--- src/rtl/mips_cpu_mult_div_pkg.sv ---
// ----------------------------------------------------------------------------
// mips_cpu_pkg
// Shared definitions for the multiply/divide unit: operation codes as
// produced by the ALU control decoder, the FSM state encoding and the
// default datapath width / iteration count.
// ----------------------------------------------------------------------------
package mips_cpu_pkg;

   localparam int MULDIV_WIDTH = 32;
   // One radix-2 step per operand bit.
   localparam int MULDIV_ITERS = MULDIV_WIDTH;

   typedef enum logic [2:0] {
      OP_DIVU  = 3'b000,
      OP_MULTU = 3'b001,
      OP_DIV   = 3'b010,
      OP_MULT  = 3'b011,
      OP_MTHI  = 3'b100,
      OP_MTLO  = 3'b101,
      OP_MFHI  = 3'b110,
      OP_MFLO  = 3'b111
   } muldiv_op_t;

   typedef enum logic [1:0] {
      IDLE = 2'd0,
      CALC = 2'd1,
      FIX  = 2'd2
   } muldiv_state_t;

endpackage

--- src/rtl/mips_cpu_mult_div_if.sv ---
// ----------------------------------------------------------------------------
// mips_cpu_mult_div_if
// Request/response bundle between the pipeline and the multiply/divide unit.
//   start  : op valid this cycle
//   op     : 3-bit multiply/divide op code
//   a, b   : rs / rt operands
//   busy   : long operation in flight
//   stall  : request presented while busy; upstream holds op/a/b/start
//   result : HI for MFHI, LO otherwise
//   hi, lo : architectural HI/LO registers
// master = pipeline side, slave = multiply/divide unit.
// ----------------------------------------------------------------------------
interface mips_cpu_mult_div_if #(
   parameter int WIDTH = 32
);

   logic             start;
   logic [2:0]       op;
   logic [WIDTH-1:0] a;
   logic [WIDTH-1:0] b;
   logic             busy;
   logic             stall;
   logic [WIDTH-1:0] result;
   logic [WIDTH-1:0] hi;
   logic [WIDTH-1:0] lo;

   modport master (
      output start, op, a, b,
      input  busy, stall, result, hi, lo
   );

   modport slave (
      input  start, op, a, b,
      output busy, stall, result, hi, lo
   );

endinterface

--- src/rtl/mips_cpu_mult_div_iter.sv ---
// ----------------------------------------------------------------------------
// mips_cpu_muldiv_iter
// Per-cycle datapath of the multiply/divide unit. Works on magnitudes only;
// sign correction is done by the parent.
//   clk, reset : clock, synchronous active-high reset
//   load       : capture operands and mode, clear counter and remainder
//   step       : perform one radix-2 step
//   is_div     : mode captured on load (1 = restoring divide, 0 = shift-add)
//   src_a      : multiplicand / dividend
//   src_b      : multiplier / divisor
//   acc        : multiply: 2*WIDTH product; divide: quotient in low half
//   rem        : divide remainder
//   last       : current step is the final one (counter == WIDTH-1)
// ----------------------------------------------------------------------------
module mips_cpu_muldiv_iter #(
   parameter int WIDTH = 32
) (
   input  logic               clk,
   input  logic               reset,
   input  logic               load,
   input  logic               step,
   input  logic               is_div,
   input  logic [WIDTH-1:0]   src_a,
   input  logic [WIDTH-1:0]   src_b,
   output logic [2*WIDTH-1:0] acc,
   output logic [WIDTH-1:0]   rem,
   output logic               last
);

   localparam int CW = (WIDTH > 1) ? $clog2(WIDTH) : 1;

   logic [2*WIDTH-1:0] acc_r;
   logic [2*WIDTH-1:0] acc_nxt_s;
   logic [WIDTH-1:0]   rem_r;
   logic [WIDTH-1:0]   rem_nxt_s;
   logic [WIDTH-1:0]   opnd_r;
   logic [CW-1:0]      cnt_r;
   logic               div_mode_r;
   logic [WIDTH:0]     sum_s;
   logic [WIDTH:0]     shifted_s;
   logic [WIDTH:0]     trial_s;

   // One radix-2 step: shift-add for multiply, restore-subtract for divide.
   always_comb begin
      // Multiply: add multiplicand to the upper half when the multiplier LSB
      // (bottom of acc) is set, keeping the carry, then shift right by one.
      sum_s     = {1'b0, acc_r[2*WIDTH-1:WIDTH]} +
                  (acc_r[0] ? {1'b0, opnd_r} : {(WIDTH+1){1'b0}});
      // Divide: the dividend sits in acc low half and shifts out MSB-first
      // into the remainder while quotient bits shift in at the bottom.
      shifted_s = {rem_r, acc_r[WIDTH-1]};
      trial_s   = shifted_s - {1'b0, opnd_r};
      acc_nxt_s = acc_r;
      rem_nxt_s = rem_r;
      if (div_mode_r) begin
         acc_nxt_s[WIDTH-1:0] = {acc_r[WIDTH-2:0], ~trial_s[WIDTH]};
         // A borrow means the divisor did not fit: restore.
         rem_nxt_s = trial_s[WIDTH] ? shifted_s[WIDTH-1:0] : trial_s[WIDTH-1:0];
      end else begin
         acc_nxt_s = {sum_s, acc_r[WIDTH-1:1]};
         rem_nxt_s = rem_r;
      end
   end

   // Datapath registers: operand capture on load, advance on step.
   always_ff @(posedge clk) begin
      if (reset) begin
         acc_r      <= {(2*WIDTH){1'b0}};
         rem_r      <= {WIDTH{1'b0}};
         opnd_r     <= {WIDTH{1'b0}};
         cnt_r      <= {CW{1'b0}};
         div_mode_r <= 1'b0;
      end else if (load) begin
         acc_r      <= is_div ? {{WIDTH{1'b0}}, src_a} : {{WIDTH{1'b0}}, src_b};
         opnd_r     <= is_div ? src_b : src_a;
         rem_r      <= {WIDTH{1'b0}};
         cnt_r      <= {CW{1'b0}};
         div_mode_r <= is_div;
      end else if (step) begin
         acc_r <= acc_nxt_s;
         rem_r <= rem_nxt_s;
         cnt_r <= cnt_r + CW'(1);
      end
   end

   assign acc  = acc_r;
   assign rem  = rem_r;
   assign last = (cnt_r == CW'(WIDTH-1));

endmodule

--- src/rtl/mips_cpu_mult_div.sv ---
// ----------------------------------------------------------------------------
// mips_cpu_mult_div
// Iterative multiply/divide unit with architectural HI/LO registers.
// MULT/MULTU/DIV/DIVU take WIDTH CALC cycles plus one FIX cycle; MTHI/MTLO
// write in one cycle; MFHI/MFLO are read combinationally through result.
//   clk   : rising-edge clock
//   reset : synchronous active-high reset (abandons any operation)
//   bus   : request/response bundle (slave side), see mips_cpu_mult_div_if
// ----------------------------------------------------------------------------
module mips_cpu_mult_div
   import mips_cpu_pkg::*;
#(
   parameter int WIDTH = MULDIV_WIDTH
) (
   input  logic                 clk,
   input  logic                 reset,
   mips_cpu_mult_div_if.slave   bus
);

   // Magnitude of a two's-complement value when neg is set; pass-through
   // otherwise. The most negative value maps onto itself, which is the
   // correct unsigned magnitude.
   function automatic logic [WIDTH-1:0] mag(input logic [WIDTH-1:0] v,
                                            input logic             neg);
      mag = neg ? (~v + {{(WIDTH-1){1'b0}}, 1'b1}) : v;
   endfunction

   muldiv_state_t      state_r;
   muldiv_state_t      state_nxt_s;
   muldiv_op_t         op_s;
   logic [WIDTH-1:0]   hi_r;
   logic [WIDTH-1:0]   lo_r;
   logic [WIDTH-1:0]   hi_d_s;
   logic [WIDTH-1:0]   lo_d_s;
   logic               hi_we_s;
   logic               lo_we_s;
   logic               load_s;
   logic               step_s;
   logic               nowrite_s;
   logic               busy_s;
   logic               is_signed_s;
   logic               is_div_s;
   logic               sign_a_s;
   logic               sign_b_s;
   logic [WIDTH-1:0]   src_a_s;
   logic [WIDTH-1:0]   src_b_s;
   logic               neg_main_r;
   logic               neg_rem_r;
   logic               is_div_r;
   logic               nowrite_r;
   logic [2*WIDTH-1:0] acc_s;
   logic [WIDTH-1:0]   rem_s;
   logic               last_s;
   logic [2*WIDTH-1:0] prod_fix_s;
   logic [WIDTH-1:0]   quot_fix_s;
   logic [WIDTH-1:0]   rem_fix_s;

   assign op_s = muldiv_op_t'(bus.op);

   // Operand decode: signedness, mode and magnitudes for the datapath.
   always_comb begin
      is_signed_s = (op_s == OP_MULT) || (op_s == OP_DIV);
      is_div_s    = (op_s == OP_DIV)  || (op_s == OP_DIVU);
      sign_a_s    = is_signed_s & bus.a[WIDTH-1];
      sign_b_s    = is_signed_s & bus.b[WIDTH-1];
      src_a_s     = mag(bus.a, sign_a_s);
      src_b_s     = mag(bus.b, sign_b_s);
   end

   mips_cpu_muldiv_iter #(
      .WIDTH (WIDTH)
   ) u_iter (
      .clk    (clk),
      .reset  (reset),
      .load   (load_s),
      .step   (step_s),
      .is_div (is_div_s),
      .src_a  (src_a_s),
      .src_b  (src_b_s),
      .acc    (acc_s),
      .rem    (rem_s),
      .last   (last_s)
   );

   // Sign correction applied in FIX. Quotient sign is the XOR of operand
   // signs; the remainder follows the dividend.
   always_comb begin
      prod_fix_s = neg_main_r ? (~acc_s + {{(2*WIDTH-1){1'b0}}, 1'b1}) : acc_s;
      quot_fix_s = neg_main_r ? (~acc_s[WIDTH-1:0] + {{(WIDTH-1){1'b0}}, 1'b1})
                              : acc_s[WIDTH-1:0];
      rem_fix_s  = neg_rem_r  ? (~rem_s + {{(WIDTH-1){1'b0}}, 1'b1}) : rem_s;
   end

   // FSM next-state and control strobes.
   always_comb begin
      state_nxt_s = state_r;
      load_s      = 1'b0;
      step_s      = 1'b0;
      nowrite_s   = 1'b0;
      hi_we_s     = 1'b0;
      lo_we_s     = 1'b0;
      hi_d_s      = hi_r;
      lo_d_s      = lo_r;
      case (state_r)
         IDLE: begin
            if (bus.start) begin
               case (op_s)
                  OP_MULT, OP_MULTU: begin
                     load_s      = 1'b1;
                     state_nxt_s = CALC;
                  end
                  OP_DIV, OP_DIVU: begin
                     load_s = 1'b1;
                     // Divide by zero skips the iterations and leaves HI/LO.
                     if (bus.b == {WIDTH{1'b0}}) begin
                        nowrite_s   = 1'b1;
                        state_nxt_s = FIX;
                     end else begin
                        state_nxt_s = CALC;
                     end
                  end
                  OP_MTHI: begin
                     hi_we_s = 1'b1;
                     hi_d_s  = bus.a;
                  end
                  OP_MTLO: begin
                     lo_we_s = 1'b1;
                     lo_d_s  = bus.a;
                  end
                  OP_MFHI, OP_MFLO: begin
                     state_nxt_s = IDLE;
                  end
                  default: begin
                     state_nxt_s = IDLE;
                  end
               endcase
            end else begin
               state_nxt_s = IDLE;
            end
         end
         CALC: begin
            step_s = 1'b1;
            if (last_s) begin
               state_nxt_s = FIX;
            end else begin
               state_nxt_s = CALC;
            end
         end
         FIX: begin
            state_nxt_s = IDLE;
            if (!nowrite_r) begin
               hi_we_s = 1'b1;
               lo_we_s = 1'b1;
               if (is_div_r) begin
                  hi_d_s = rem_fix_s;
                  lo_d_s = quot_fix_s;
               end else begin
                  hi_d_s = prod_fix_s[2*WIDTH-1:WIDTH];
                  lo_d_s = prod_fix_s[WIDTH-1:0];
               end
            end else begin
               hi_we_s = 1'b0;
               lo_we_s = 1'b0;
            end
         end
         default: begin
            state_nxt_s = IDLE;
         end
      endcase
   end

   // State, HI/LO and per-operation flags.
   always_ff @(posedge clk) begin
      if (reset) begin
         state_r    <= IDLE;
         hi_r       <= {WIDTH{1'b0}};
         lo_r       <= {WIDTH{1'b0}};
         neg_main_r <= 1'b0;
         neg_rem_r  <= 1'b0;
         is_div_r   <= 1'b0;
         nowrite_r  <= 1'b0;
      end else begin
         state_r <= state_nxt_s;
         if (hi_we_s) begin
            hi_r <= hi_d_s;
         end
         if (lo_we_s) begin
            lo_r <= lo_d_s;
         end
         if (load_s) begin
            neg_main_r <= sign_a_s ^ sign_b_s;
            neg_rem_r  <= sign_a_s;
            is_div_r   <= is_div_s;
            nowrite_r  <= nowrite_s;
         end
      end
   end

   assign busy_s     = (state_r != IDLE);
   assign bus.busy   = busy_s;
   assign bus.stall  = bus.start & busy_s;
   assign bus.result = (op_s == OP_MFHI) ? hi_r : lo_r;
   assign bus.hi     = hi_r;
   assign bus.lo     = lo_r;

endmodule
--- src/flat_wrapper.sv ---
// flat-port wrapper written by rule: the top's interface ports become plain ports
module mips_cpu_mult_div_flat import mips_cpu_pkg::*;
#(
   parameter int WIDTH = MULDIV_WIDTH
)
  (clk, reset, bus_start, bus_op, bus_a, bus_b, bus_busy, bus_stall, bus_result, bus_hi, bus_lo);
  mips_cpu_mult_div_if #(.WIDTH(WIDTH)) bus_i ();
  input  logic clk;
  input  logic reset;
  input wire logic [$bits(bus_i.start)-1:0] bus_start;
  input wire logic [$bits(bus_i.op)-1:0] bus_op;
  input wire logic [$bits(bus_i.a)-1:0] bus_a;
  input wire logic [$bits(bus_i.b)-1:0] bus_b;
  output wire logic [$bits(bus_i.busy)-1:0] bus_busy;
  output wire logic [$bits(bus_i.stall)-1:0] bus_stall;
  output wire logic [$bits(bus_i.result)-1:0] bus_result;
  output wire logic [$bits(bus_i.hi)-1:0] bus_hi;
  output wire logic [$bits(bus_i.lo)-1:0] bus_lo;
  assign bus_i.start = bus_start;
  assign bus_i.op = bus_op;
  assign bus_i.a = bus_a;
  assign bus_i.b = bus_b;
  assign bus_busy = bus_i.busy;
  assign bus_stall = bus_i.stall;
  assign bus_result = bus_i.result;
  assign bus_hi = bus_i.hi;
  assign bus_lo = bus_i.lo;
  mips_cpu_mult_div #(.WIDTH(WIDTH)) u_core (.clk(clk), .reset(reset), .bus(bus_i));
endmodule
--- config.mk ---
export PLATFORM = sky130hd
export DESIGN_NAME = mips_cpu_mult_div_flat
export DESIGN_NICKNAME = d
export VERILOG_FILES = /design/src/rtl/mips_cpu_mult_div_pkg.sv /design/src/rtl/mips_cpu_mult_div_if.sv /design/src/rtl/mips_cpu_mult_div_iter.sv /design/src/rtl/mips_cpu_mult_div.sv /design/src/flat_wrapper.sv
export SDC_FILE = /design/constraint.sdc
export NUM_CORES = 1
export LEC_CHECK = 0
export CORE_MARGIN = 2
export CORE_UTILIZATION = 35
export CTS_CLUSTER_DIAMETER = 100
export DETAILED_ROUTE_END_ITERATION = 12
export GPL_ROUTABILITY_DRIVEN = 0
export GPL_TIMING_DRIVEN = 0
export PLACE_DENSITY = 0.6
export SETUP_SLACK_MARGIN = 0.05
export SYNTH_ARGS = -nofsm -noshare
export SYNTH_HDL_FRONTEND = slang
export SYNTH_SLANG_ARGS = --single-unit
--- constraint.sdc ---
create_clock -name clk -period 7.5 [get_ports clk]
set_clock_uncertainty 0.2 [all_clocks]
set_input_delay 1.875 -clock clk [delete_from_list [all_inputs] [get_ports clk]]
set_output_delay 1.875 -clock clk [all_outputs]
set_load 0.05 [all_outputs]
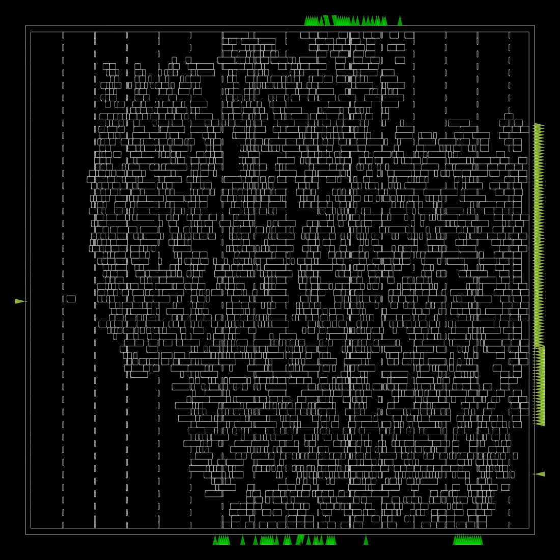
**Above:** cell outlines without signal wires.
Flop Count: 203
Well Taps: 607
placeable core region: 46,400 sq um
post-route insts no fill: 3,029
fraction of the core area covered by cells at the end of the flow: 42.2%

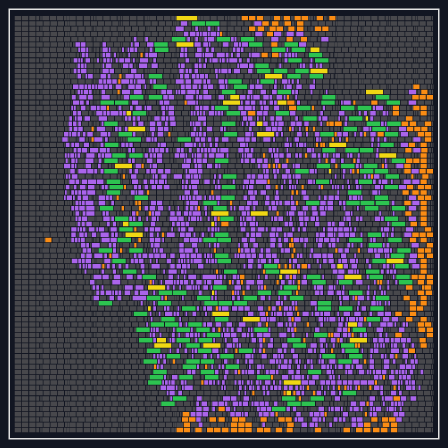
**Above:** cells colored by class.
Fill, decap, tap and diode cells in gray.
[orange] other buffers and delay cells | cells: 322 | share of their area: 12%
[purple] combinational and other logic | cells: 1,856 | share of their area: 62%
[green] flops | cells: 203 | share of their area: 22%
[yellow] clock drivers and dummy loads | cells: 40 | share of their area: 3.9%
summed area of non-filler cells in the final layout: 19,600 sq um
row cnt: 79

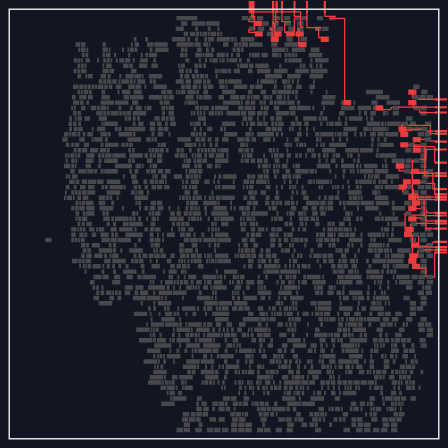
**Above:** port wiring.
[red] bus_result | bits: 32 | direction: output | end cells: 32 | buffers: 32 | wire: 683 um
count of port buffers added during placement: 166
io pins: 168

==> results.py <==
# Auto-generated metrics
metrics = {
    "run_status": {
        "status": "finished, final reports clean",
    },
    "finish": {
        "layout_top_cells": "247 x sky130_fd_sc_hd__nand2_1, 233 x sky130_fd_sc_hd__nor2_1, 226 x sky130_fd_sc_hd__a21oi_1",
        "num-clock-buffers": 31,
        "antenna_diode_count": 1,
        "syn_to_final_growth_pct": 19.3,
        "clock_cell_area_share_pct": 3.79,
        "dominant-cell-class": "combinational gates",
        "nonClockBufferCount": 322,
        "multiInputGateArea_sq_um": 11500,
        "area_share_nonclk_buffers_pct": 11.8,
        "inverter_count": 57,
        "largest_register_ffs": 64,
    },
    "run": {
        "warning_count": 26,
        "cap_violations": 0,
    },
    "power": {
        "intPower_mw": 2.09,
        "cellLeakagePower_nw": 7.26,
        "seq_cell_power_mw": 1.16,
        "power_mw": 3.24,
        "power.share.clock_pct": 35.3,
        "clock_net_power_mw": 1.15,
        "power_top_consumer": "registers",
        "power_switching_mw": 1.16,
        "power_frac_comb_pct": 28.7,
        "seqPwrFrac_pct": 35.9,
        "pg_comb_uw": 932,
    },
    "critical_path": {
        "worstSetupStartpoint": "bus_op[0]",
        "setup_crit_end_kind": "primary output",
        "reg2reg_slack_ns": 2.30,
        "cp_num_buf_inv": 4,
        "rr_worst_depth": 13,
        "reg2reg_from": "u_core.u_iter.acc[31]",
        "regToRegEndpoint": "u_core.u_iter.rem[25]",
        "setup.worst_path.class": "in -> out",
        "worst_setup_path_end": "bus_result[16]",
    },
    "timing": {
        "report.final.hold_viol_count": 0,
        "finalSetupTns_ns": 0,
        "grt_setup_unrepaired": "no",
        "max-slew-margin-rel_pct": 33.0,
        "final-max-slew-violation-count": 0,
    },
    "placed_design": {
        "dpl-instance-area_sq_um": 18800,
        "dp_hpwl_mm": 57.9,
        "dpl.cell_count": 2988,
    },
    "logic_synthesis": {
        "synthesis.nets": 2357,
        "area_fraction_in_and_or_nand_and_nor_cells_after_synthesis_pct": 20.4,
        "netlist.top_cell.by_instances": "sky130_fd_sc_hd__nand2_1",
        "synth_compound_gate_area_share_pct": 26.7,
        "yosys.cell_types.count": 74,
        "synthesis.yosys.warnings": 0,
        "post_synth_xor_area_fraction_pct": 10.6,
        "synth.ff_latch_count": 203,
        "synth-edff-count": 0,
    },
    "clock_network": {
        "cts_buffers": 23,
        "cts_tree": "yes",
        "post_cts_hold_fix_bufs": 0,
        "htreeDepth": 1,
        "number_of_buffers_on_the_longest_clock_path": 3,
        "cts-root-buf": "sky130_fd_sc_hd__clkbuf_16",
    },
    "detailed_routing": {
        "met2WireLength_mm": 30.8,
        "detail_route.wirelength.met1_mm": 28.8,
        "initialDrtViolationCount": 2493,
        "final_antenna_net_count": 0,
    },
    "global_routing": {
        "largest_net_degree_at_the_start_of_global_routing": 14,
        "globalRoute.busiestLayer": "met2",
        "number_of_antenna_violations_at_the_first_check_in_global_routing": 2,
    },
    "floorplan": {
        "die_area_sq_um": 48600,
    },
}
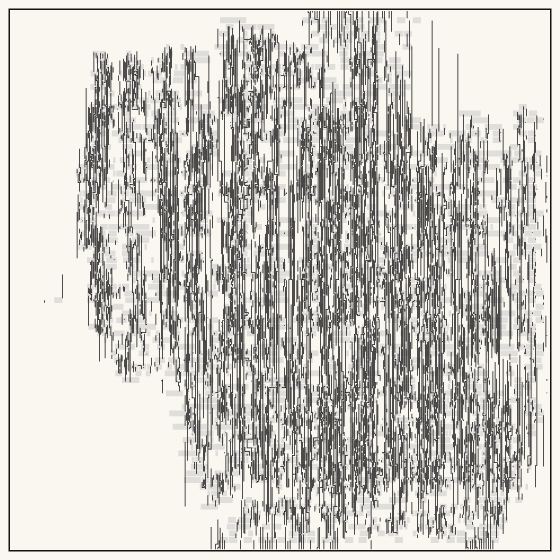
**Above:** M2 wires.
longest straight run: 111 um
main direction: vertical
nets with wire on the layer: 2,134
wire length on this layer: 30.8 mm
Total Routed Length: 71.8 mm
count of vias placed by the detailed router: 18,206
global routing met2 resource utilization: 44.9%

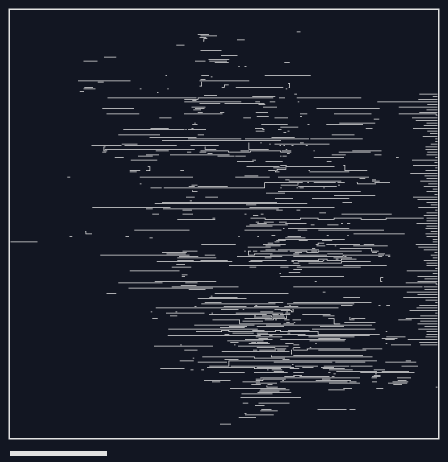
**Above:** metal 3.
Bar = 50 um.
main direction: horizontal
nets with wire on the layer: 439
met3 track demand over resource: 5.32%

Power and IR drop assume default switching activity.
